wires.png
Scale bar: 20 microns. Only two layers are drawn.
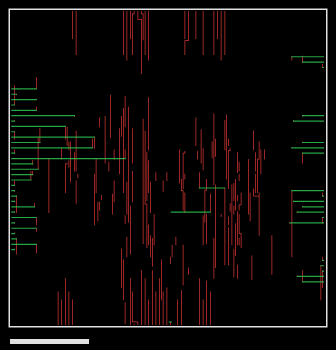
congestion.png
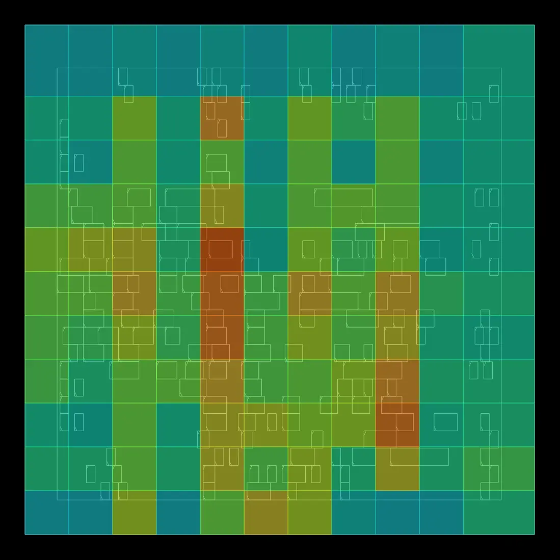
placement_by_type.png
Scale bar: 20 microns. Fill, decap, tap and diode cells in gray.
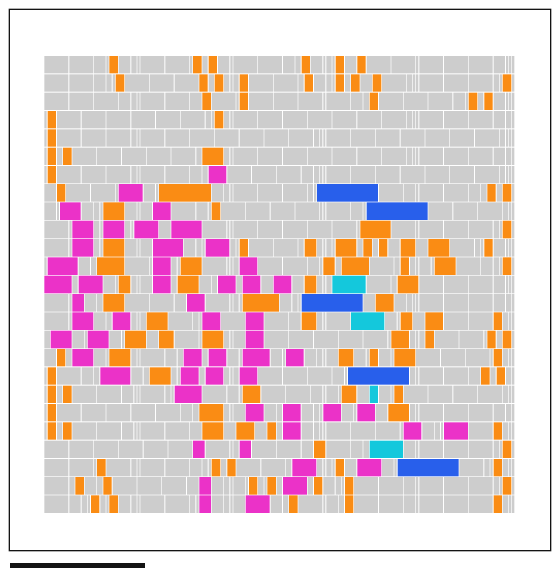
--- config.mk ---
export PLATFORM = sky130hd
export DESIGN_NAME = hazard_ctrl_flat
export DESIGN_NICKNAME = d
export VERILOG_FILES = /design/src/rtl/hazard_if.sv /design/src/rtl/hazard_ctrl.sv /design/src/flat_wrapper.sv
export SDC_FILE = /design/constraint.sdc
export NUM_CORES = 1
export LEC_CHECK = 0
export CELL_PAD_IN_SITES_DETAIL_PLACEMENT = 1
export CELL_PAD_IN_SITES_GLOBAL_PLACEMENT = 1
export CORE_MARGIN = 5
export CORE_UTILIZATION = 20
export DETAILED_ROUTE_END_ITERATION = 8
export HOLD_SLACK_MARGIN = 0.12
export PLACE_DENSITY_LB_ADDON = 0.12
export SYNTH_ARGS = -nofsm -noshare
export SYNTH_HDL_FRONTEND = slang
export SYNTH_SLANG_ARGS = --single-unit
--- constraint.sdc ---
create_clock -name clk -period 2.6 [get_ports clk]
set_clock_uncertainty 0.15 [all_clocks]
set_input_delay 0.52 -clock clk [delete_from_list [all_inputs] [get_ports clk]]
set_output_delay 0.52 -clock clk [all_outputs]
set_load 0.005 [all_outputs]
--- src/rtl/hazard_if.sv ---
// Decode/execute-side signals of the pipeline hazard controller.
// master = pipeline (decode/EX field drivers), slave = hazard_ctrl.
interface hazard_if;
  logic [4:0]  rs_d;
  logic [4:0]  rt_d;
  logic        uses_rt_d;
  logic        mdu_start_d;
  logic        hilo_rd_d;
  logic        pcsrc_d;
  logic        regwrite_e;
  logic        memtoreg_e;
  logic [4:0]  writereg_e;
  logic        pc_en;
  logic        fi_id_regwr;
  logic        flush_ifid;
  logic        flush_idex;
  logic        mdu_busy;
  logic [31:0] stall_cycles;
  logic [31:0] flush_cycles;

  modport master (
    output rs_d, rt_d, uses_rt_d, mdu_start_d, hilo_rd_d, pcsrc_d,
           regwrite_e, memtoreg_e, writereg_e,
    input  pc_en, fi_id_regwr, flush_ifid, flush_idex, mdu_busy,
           stall_cycles, flush_cycles
  );

  modport slave (
    input  rs_d, rt_d, uses_rt_d, mdu_start_d, hilo_rd_d, pcsrc_d,
           regwrite_e, memtoreg_e, writereg_e,
    output pc_en, fi_id_regwr, flush_ifid, flush_idex, mdu_busy,
           stall_cycles, flush_cycles
  );
endinterface

--- src/rtl/hazard_ctrl.sv ---
// Pipeline hazard controller: load-use stall, ID-resolved branch flush, MDU interlock.
// Optional perf counters enabled by defining HAZARD_PERF_EN.
module hazard_ctrl #(
  parameter int MDU_LAT = 4,
  parameter int CNT_W   = 4
) (
  input  logic     clk,
  input  logic     rst_n,
  hazard_if.slave  hz
);

  typedef enum logic {RUN, MDU_WAIT} state_t;

  localparam logic [CNT_W-1:0] CNT_LOAD = CNT_W'(MDU_LAT - 1);

  state_t           state, state_next;
  logic [CNT_W-1:0] cnt, cnt_next;
  logic             lu, md, stall, busy;

  assign busy  = (state == MDU_WAIT);

  // $0 is hardwired zero, so a load targeting it can never feed a consumer.
  assign lu = hz.memtoreg_e & hz.regwrite_e & (hz.writereg_e != 5'd0) &
              ((hz.writereg_e == hz.rs_d) |
               (hz.uses_rt_d & (hz.writereg_e == hz.rt_d)));
  assign md    = busy & (hz.hilo_rd_d | hz.mdu_start_d);
  assign stall = lu | md;

  // NOTE: sequential state uses non-blocking (<=) so every flop samples pre-edge values.
  always_ff @(posedge clk or negedge rst_n) begin
    if (!rst_n) begin
      state <= RUN;
      cnt   <= '0;
    end else begin
      state <= state_next;
      cnt   <= cnt_next;
    end
  end

  // NOTE: defaults first in every always_comb so no path leaves a variable unassigned (no latch).
  always_comb begin
    state_next = state;
    cnt_next   = cnt;
    case (state)
      RUN: begin
        if (hz.mdu_start_d && !stall) begin
          state_next = MDU_WAIT;
          cnt_next   = CNT_LOAD;
        end
      end
      MDU_WAIT: begin
        if (cnt == '0) state_next = RUN;
        else           cnt_next   = cnt - 1'b1;
      end
      default: begin
        state_next = RUN;
        cnt_next   = '0;
      end
    endcase
  end

  // Stall holds a taken branch in ID, so its IF/ID flush waits until the stall clears.
  always_comb begin
    hz.pc_en       = 1'b1;
    hz.fi_id_regwr = 1'b1;
    hz.flush_ifid  = hz.pcsrc_d;
    hz.flush_idex  = 1'b0;
    hz.mdu_busy    = busy;
    if (!rst_n) begin
      hz.pc_en       = 1'b0;
      hz.fi_id_regwr = 1'b0;
      hz.flush_ifid  = 1'b1;
      hz.flush_idex  = 1'b1;
      hz.mdu_busy    = 1'b0;
    end else if (stall) begin
      hz.pc_en       = 1'b0;
      hz.fi_id_regwr = 1'b0;
      hz.flush_ifid  = 1'b0;
      hz.flush_idex  = 1'b1;
    end
  end

`ifdef HAZARD_PERF_EN
  logic [31:0] stall_cnt, flush_cnt;

  always_ff @(posedge clk or negedge rst_n) begin
    if (!rst_n) begin
      stall_cnt <= '0;
      flush_cnt <= '0;
    end else begin
      if (stall && stall_cnt != 32'hFFFF_FFFF)         stall_cnt <= stall_cnt + 32'd1;
      if (hz.flush_ifid && flush_cnt != 32'hFFFF_FFFF) flush_cnt <= flush_cnt + 32'd1;
    end
  end

  assign hz.stall_cycles = stall_cnt;
  assign hz.flush_cycles = flush_cnt;
`else
  assign hz.stall_cycles = 32'd0;
  assign hz.flush_cycles = 32'd0;
`endif

endmodule
--- src/flat_wrapper.sv ---
// flat-port wrapper written by rule: the top's interface ports become plain ports
module hazard_ctrl_flat 
#(
  parameter int MDU_LAT = 4,
  parameter int CNT_W   = 4
)
  (clk, rst_n, hz_rs_d, hz_rt_d, hz_uses_rt_d, hz_mdu_start_d, hz_hilo_rd_d, hz_pcsrc_d, hz_regwrite_e, hz_memtoreg_e, hz_writereg_e, hz_pc_en, hz_fi_id_regwr, hz_flush_ifid, hz_flush_idex, hz_mdu_busy, hz_stall_cycles, hz_flush_cycles);
  hazard_if hz_i ();
  input  logic clk;
  input  logic rst_n;
  input wire logic [$bits(hz_i.rs_d)-1:0] hz_rs_d;
  input wire logic [$bits(hz_i.rt_d)-1:0] hz_rt_d;
  input wire logic [$bits(hz_i.uses_rt_d)-1:0] hz_uses_rt_d;
  input wire logic [$bits(hz_i.mdu_start_d)-1:0] hz_mdu_start_d;
  input wire logic [$bits(hz_i.hilo_rd_d)-1:0] hz_hilo_rd_d;
  input wire logic [$bits(hz_i.pcsrc_d)-1:0] hz_pcsrc_d;
  input wire logic [$bits(hz_i.regwrite_e)-1:0] hz_regwrite_e;
  input wire logic [$bits(hz_i.memtoreg_e)-1:0] hz_memtoreg_e;
  input wire logic [$bits(hz_i.writereg_e)-1:0] hz_writereg_e;
  output wire logic [$bits(hz_i.pc_en)-1:0] hz_pc_en;
  output wire logic [$bits(hz_i.fi_id_regwr)-1:0] hz_fi_id_regwr;
  output wire logic [$bits(hz_i.flush_ifid)-1:0] hz_flush_ifid;
  output wire logic [$bits(hz_i.flush_idex)-1:0] hz_flush_idex;
  output wire logic [$bits(hz_i.mdu_busy)-1:0] hz_mdu_busy;
  output wire logic [$bits(hz_i.stall_cycles)-1:0] hz_stall_cycles;
  output wire logic [$bits(hz_i.flush_cycles)-1:0] hz_flush_cycles;
  assign hz_i.rs_d = hz_rs_d;
  assign hz_i.rt_d = hz_rt_d;
  assign hz_i.uses_rt_d = hz_uses_rt_d;
  assign hz_i.mdu_start_d = hz_mdu_start_d;
  assign hz_i.hilo_rd_d = hz_hilo_rd_d;
  assign hz_i.pcsrc_d = hz_pcsrc_d;
  assign hz_i.regwrite_e = hz_regwrite_e;
  assign hz_i.memtoreg_e = hz_memtoreg_e;
  assign hz_i.writereg_e = hz_writereg_e;
  assign hz_pc_en = hz_i.pc_en;
  assign hz_fi_id_regwr = hz_i.fi_id_regwr;
  assign hz_flush_ifid = hz_i.flush_ifid;
  assign hz_flush_idex = hz_i.flush_idex;
  assign hz_mdu_busy = hz_i.mdu_busy;
  assign hz_stall_cycles = hz_i.stall_cycles;
  assign hz_flush_cycles = hz_i.flush_cycles;
  hazard_ctrl #(.MDU_LAT(MDU_LAT), .CNT_W(CNT_W)) u_core (.clk(clk), .rst_n(rst_n), .hz(hz_i));
endmodule
==> out/results.md <==
| Item | Value |
|:---|:---|
| CP startpoint | hz_writereg_e[3] |
| Area growth from synthesis to final layout | 34.1% |
| Worst VDD drop | 151 uV |
| Count of sequential standard cells | 5 |
| Critical path required time | 1930 ps |
| Fraction of synthesized cell area in xor and xnor cells | 9.77% |
| Cells on worst reg2reg path | 6 |
| Primary flip-flop cell chosen by synthesis mapping | dfrtp_1 |
| Wire length on met2 | 1.32 mm |
| Biggest fanout along the worst timing path | 3 |
| Switching fraction of total power | 37.1% |
| Unrepaired setup endpoints after global routing | no |
| List of most frequent post-synthesis cells | buf_4 (65), xnor2_1 (11), dfrtp_1 (5), inv_1 (5), nand3_1 (4) |
| Worst-case setup margin in the final layout | 94.1 ps |
| Hold WS | 473 ps |
| Share of async-settable or async-resettable flops after synthesis | 100% |
| Total stage count of the critical path | 6 |
| MaxCap Viol Count | 0 |
| Number of cells in the finished layout apart from fillers | 243 |
| Layout buffer count excluding clock buffers | 54 |
| Synthesis area per yosys | 986 sq um |
| Result of the run | complete, no violations |
| Final number of hold-violating endpoints | 0 |
| Die X-Extent | 80.2 microns |
| Post-Synth Adder-Cell Area | 1.27% |
| Via count of the first global-routing pass | 832 |
| Logic inverters | 5 |
| Yosys warning tally | 0 |
| Flop area | 125 sq um |
| Fraction of power consumed by combinational cells | 55.0% |
| Synthesis-stage register bit count | 5 |
| Maximum count of clock buffers along a single path | 2 |
| Most common cell in the synthesized netlist | buf_4 |
| Congestion Overflow GR | 0 |
| Cell breakdown of the critical path | clkdlybuf4s15_2 > or4_4 > o211ai_4 > buf_4 > o211ai_1 > buf_2 |
| Total CTS buffers | 3 |
## Picture notes: wires.png
Key: red = metal 2 [wire length 1320 microns]; green = metal 3 [wire length 294 microns]

## Picture notes: congestion.png
Final Core Density: 27.8%
met1 track demand over resource: 7.67%
aggregate global-route resource usage: 7.70%
WL/cell: 10.6 microns

## Picture notes: placement_by_type.png
Key: magenta = remaining buffers and delay cells [cells 54, share of their area 37%]; cyan = clock drivers and dummy loads [cells 4, share of their area 3.6%]; orange = combinational and other logic [cells 113, share of their area 49%]; blue = sequential cells [cells 5, share of their area 10%]
sequential cell area share: 9.46%
Site Rows: 25
cell area after layout: 1320 sq um
core area: 4750 sq um

Power figures rest on the tool's default switching activity, not on a simulated workload.
